File: config.mk
export PLATFORM = sky130hd
export DESIGN_NAME = y86_fetch_unit
export DESIGN_NICKNAME = d
export VERILOG_FILES = /design/src/rtl/y86_fetch_unit.sv
export SDC_FILE = /design/constraint.sdc
export NUM_CORES = 1
export LEC_CHECK = 0
export CAP_MARGIN = 40
export CORE_UTILIZATION = 55
export CTS_BUF_LIST = sky130_fd_sc_hd__clkbuf_8 sky130_fd_sc_hd__clkbuf_16
export CTS_CLUSTER_SIZE = 12
export DETAILED_ROUTE_END_ITERATION = 8
export GPL_TIMING_DRIVEN = 0
export HOLD_SLACK_MARGIN = 0.02
export PLACE_DENSITY = 0.81
export SYNTH_ARGS = -nofsm -noshare
export SYNTH_HDL_FRONTEND = slang
export SYNTH_SLANG_ARGS = --single-unit
File: constraint.sdc
create_clock -name CLK -period 4.3 [get_ports CLK]
set_clock_uncertainty 0.1 [all_clocks]
set_input_delay 0.43 -clock CLK [delete_from_list [all_inputs] [get_ports CLK]]
set_output_delay 0.43 -clock CLK [all_outputs]
set_load 0.01 [all_outputs]
File: src/rtl/y86_fetch_unit.sv
// y86_fetch_unit: fetches aligned words over a valid/ready port and assembles the 6-byte instruction at pc.
// Optional 3-entry recent-word buffer enabled by defining FETCH_WORDBUF_EN.
module y86_fetch_unit (
    input  logic        CLK,
    input  logic        RESET,
    input  logic [31:0] pc,
    input  logic        pc_req,
    output logic [47:0] InstrBytes,
    output logic        instr_valid,
    input  logic        instr_ack,
    output logic        busy,
    output logic [31:0] mem_addr,
    output logic        mem_rd,
    input  logic        mem_rvalid,
    input  logic [31:0] mem_rdata,
    input  logic        inval
);
    localparam logic [1:0] IDLE  = 2'd0;
    localparam logic [1:0] FETCH = 2'd1;
    localparam logic [1:0] VALID = 2'd2;

    logic [1:0]  state;
    logic [1:0]  offQ;
    logic [31:0] baseQ;
    logic [31:0] lastAddr;
    logic [2:0]  needQ;
    logic [31:0] words [3];
    logic [31:0] wNext [3];
    logic [31:0] hitData [3];
    logic [1:0]  k;
    logic        start;
    logic        xfer;
    logic [31:0] baseNew;
    logic [2:0]  nMask;
    logic [2:0]  hitMask;
    logic [2:0]  needNew;
    logic [2:0]  needLeft;

    // byte stream is little-endian across words; byte 0 of the window lands in [47:40]
    function automatic logic [47:0] assemble(input logic [95:0] s, input logic [1:0] off);
        logic [47:0] r;
        r = '0;
        for (int j = 0; j < 6; j++)
            r[47-8*j -: 8] = s[8*(j+int'(off)) +: 8];
        return r;
    endfunction

    assign start       = pc_req && (state == IDLE || (state == VALID && instr_ack));
    assign xfer        = state == FETCH && mem_rvalid;
    assign baseNew     = {pc[31:2], 2'b00};
    assign nMask       = &pc[1:0] ? 3'b111 : 3'b011;
    assign needNew     = nMask & ~hitMask;
    assign k           = needQ[0] ? 2'd0 : needQ[1] ? 2'd1 : 2'd2;
    assign needLeft    = needQ & ~(3'b001 << k);
    assign mem_rd      = state == FETCH;
    assign busy        = state == FETCH;
    assign instr_valid = state == VALID;
    assign mem_addr    = state == FETCH ? baseQ + {28'd0, k, 2'b00} : lastAddr;

    always_comb begin
        for (int i = 0; i < 3; i++)
            wNext[i] = k == 2'(i) ? mem_rdata : words[i];
    end

`ifdef FETCH_WORDBUF_EN
    logic [31:0] bufAddr [3];
    logic [31:0] bufData [3];
    logic [2:0]  bufV;
    logic [1:0]  bufPtr;

    // an inval coinciding with a start forces every word of that fetch to miss
    always_comb begin
        hitMask = '0;
        for (int i = 0; i < 3; i++) begin
            hitData[i] = '0;
            for (int e = 0; e < 3; e++)
                if (!inval && bufV[e] && bufAddr[e] == baseNew + 32'(4*i)) begin
                    hitMask[i] = 1'b1;
                    hitData[i] = bufData[e];
                end
        end
    end

    always_ff @(posedge CLK) begin
        if (RESET || inval) begin
            bufV   <= '0;
            bufPtr <= '0;
        end else if (xfer) begin
            bufAddr[bufPtr] <= mem_addr;
            bufData[bufPtr] <= mem_rdata;
            bufV[bufPtr]    <= 1'b1;
            bufPtr          <= bufPtr == 2'd2 ? 2'd0 : bufPtr + 2'd1;
        end
    end
`else
    logic unusedInval;
    assign unusedInval = inval;
    assign hitMask     = '0;
    assign hitData     = '{default: '0};
`endif

    always_ff @(posedge CLK) begin
        if (RESET) begin
            state      <= IDLE;
            InstrBytes <= '0;
            lastAddr   <= '0;
            needQ      <= '0;
            offQ       <= '0;
            baseQ      <= '0;
        end else begin
            lastAddr <= mem_addr;
            if (start) begin
                baseQ <= baseNew;
                offQ  <= pc[1:0];
                needQ <= needNew;
                for (int i = 0; i < 3; i++)
                    words[i] <= hitData[i];
                if (needNew == 3'b000) begin
                    state      <= VALID;
                    InstrBytes <= assemble({hitData[2], hitData[1], hitData[0]}, pc[1:0]);
                end else
                    state <= FETCH;
            end else if (xfer) begin
                words[k] <= mem_rdata;
                needQ    <= needLeft;
                if (needLeft == 3'b000) begin
                    state      <= VALID;
                    InstrBytes <= assemble({wNext[2], wNext[1], wNext[0]}, offQ);
                end
            end else if (state == VALID && instr_ack)
                state <= IDLE;
        end
    end
endmodule

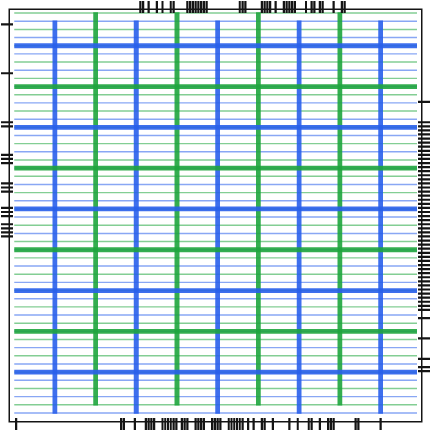
*Supply network*
(3 px per um) Pins as bars on the die edge.
[VSS] blue
[VDD] green
met1 rails: 50
met4 straps: 9
met5 straps: 9
rows: 49
signal pins: 153
Core Box Area: 17900 um2
die width: 137.0 um
Chip Height: 137.0 um

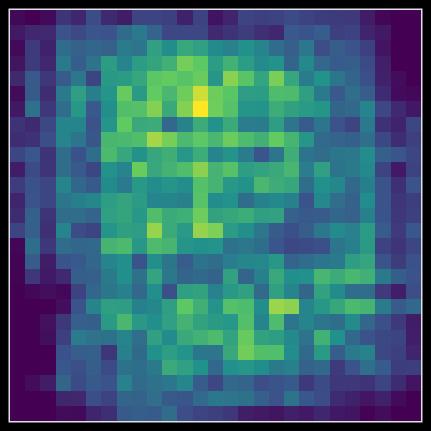
*Routed metal per tile*
(3 px per um) The die is cut into 27 by 27 equal tiles; dark purple is low, yellow is high, scaled to the fullest tile. Values are wire area over tile area, all layers added.
fullest tile: 0.84
emptiest ninth of the die: south-west
tiles over half the peak: 28%
nearly empty tiles: 5.3%
mean over tiles: 0.31
wire length per cell: 22.93 um
WL final: 33270 um

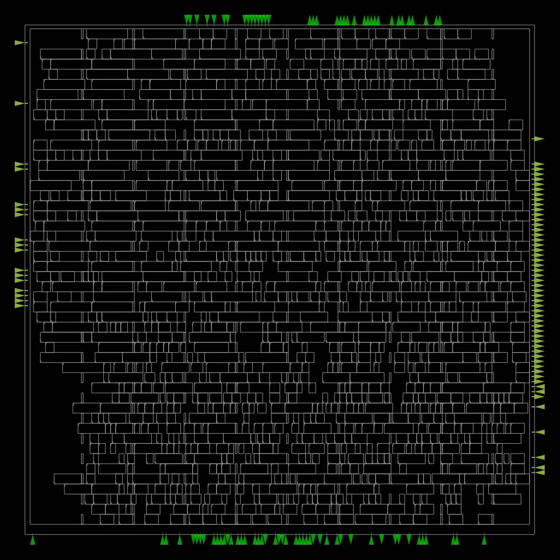
*Placed standard cells*
sequential share of cell area: 35.56%
Layout Cells excl Fill: 1451

==> Slide: Implementation Results <==
Physical Implementation Snapshot

Yosys
  • Syn Inst Count: 1026
  • Flip-flops with a built-in enable: 72
  • Yosys chip area: 10030 um2
  • Netlist cell types: 60
  • Yosys cell count: 1026
  • Top_reg_cell synth: dfxtp_1

Global route
  • Total grt overflow: 0
  • Antenna violations before repair: 1
  • First-pass GRT wire length: 50110 um
  • M3 GR Usage: 12.30%
  • Met1 usage: 53.89%
  • Total GRT Usage: 36.67%
  • Vias in the first global route: 8571
  • Largest net degree at the start of global routing: 25
  • GRT met2 Usage: 52.33%

Layout
  • Most numerous logic cells after layout: clkdlybuf4s50_1, dfxtp_1, nand2_1
  • Layout Utilization: 70.75%
  • Share of cells above drive strength 1: 9.902%

Worst setup path
  • Max incr delay on CP: 0.59 ns
  • Crit-path most repeated cell: clkbuf_2
  • Top cell family by delay on the critical path: buffers and inverters
  • Critical path peak fanout: 10
  • Critical setup path kind: reg -> out
  • Worst path bufs/invs: 4

CTS
  • Root Driver: clkbuf_16
  • Clk sinks: 189
  • Hold_buf cts: 0
  • Clock buffer depth: 2

Floorplan
  • FP Rows: 49
  • Boundary Pins: 153

Final timing
  • Final number of setup-violating endpoints: 0
  • Setup TNS: 0 ns
  • Crit path time final: 4.200 ns
  • Cycle use final: 97.67%
  • Max Freq: 0.2381 GHz
  • Worst Max-Slew Pin Slew: 0.8686 ns

Placement
  • Setup WS pre-CTS: -0.4503 ns
  • Post-DP HPWL: 25230 um
  • Placed cell areas: 11920 um2

Drt
  • Routed Antenna Nets: 0
  • First-pass DRT Iterations: 7
  • DR vias: 9351

Run
  • Max Cap Viol: 0

Power and ir drop
  • Switching share of power: 30.01%
  • Pwr/cell area: 370.2 nW/um2
  • Post-layout power: 4689 uW

Status
  • Outcome: completed
-- registers in the layout, summed over array words and instances (netlist names) --
signal,flops
words,72
InstrBytes,48
lastAddr,32
baseQ,30
needQ,3
offQ,2
state,2
-- power by group through the flow --
stage	sequential [uW]	combinational, uW	clock [uW]
after detailed placement	2080	977	0
final	2040	1010	1640
after CTS	2040	988	1620
after global routing	2050	1080	1700
after floorplan	2070	521	0
after global placement	2080	951	0
-- kinds of logic (layout without fill, tap and decap cells) --
family,after synthesis,after routing,synth area share [%]
multiplexers,76,76,12.61
buffers and inverters,122,318,4.866
AND-OR/OR-AND,206,206,13.92
AND/OR/NAND/NOR,419,419,22.27
adder cells (fa/ha/maj),3,3,0.4491
flip-flops,189,189,44.92
XOR/XNOR,11,11,0.9608
-- layout make-up --
type / instances / area [um2]
multi-input combinational: 715 / 5092
sequential: 189 / 4504
fill: 1400 / 5236
clock inverter: 15 / 180.2
inverter: 27 / 106.4
clock buffer: 17 / 425.4
buffer: 93 / 387.9
tap: 229 / 286.5
timing repair buffer: 166 / 1683
-- path summary, 6_finish.rpt --
path,depth (start not counted),startpoint,to
max,10,needQ[0]$_SDFFE_PP0P_,mem_addr[23]
min,2,lastAddr[2]$_SDFF_PP0_,lastAddr[2]$_SDFF_PP0_
max reg2reg,13,needQ[0]$_SDFFE_PP0P_,lastAddr[30]$_SDFF_PP0_
min reg2reg,2,lastAddr[2]$_SDFF_PP0_,lastAddr[2]$_SDFF_PP0_
-- tightest hold or removal path, delay by kind of cell, from the launching register on --
kind | cells | cell delay [ns]
simple gates | 1 | 0.06
compound gates | 1 | 0.06
flops | 1 | 0.30
-- what timing repair did --
action / in CTS / in global routing
resized: 13 / 9
setup buffers: 4 / 7
endpoints found under the setup margin: 27 / 13
pin swaps: 2 / 5
Power and IR drop assume default switching activity.
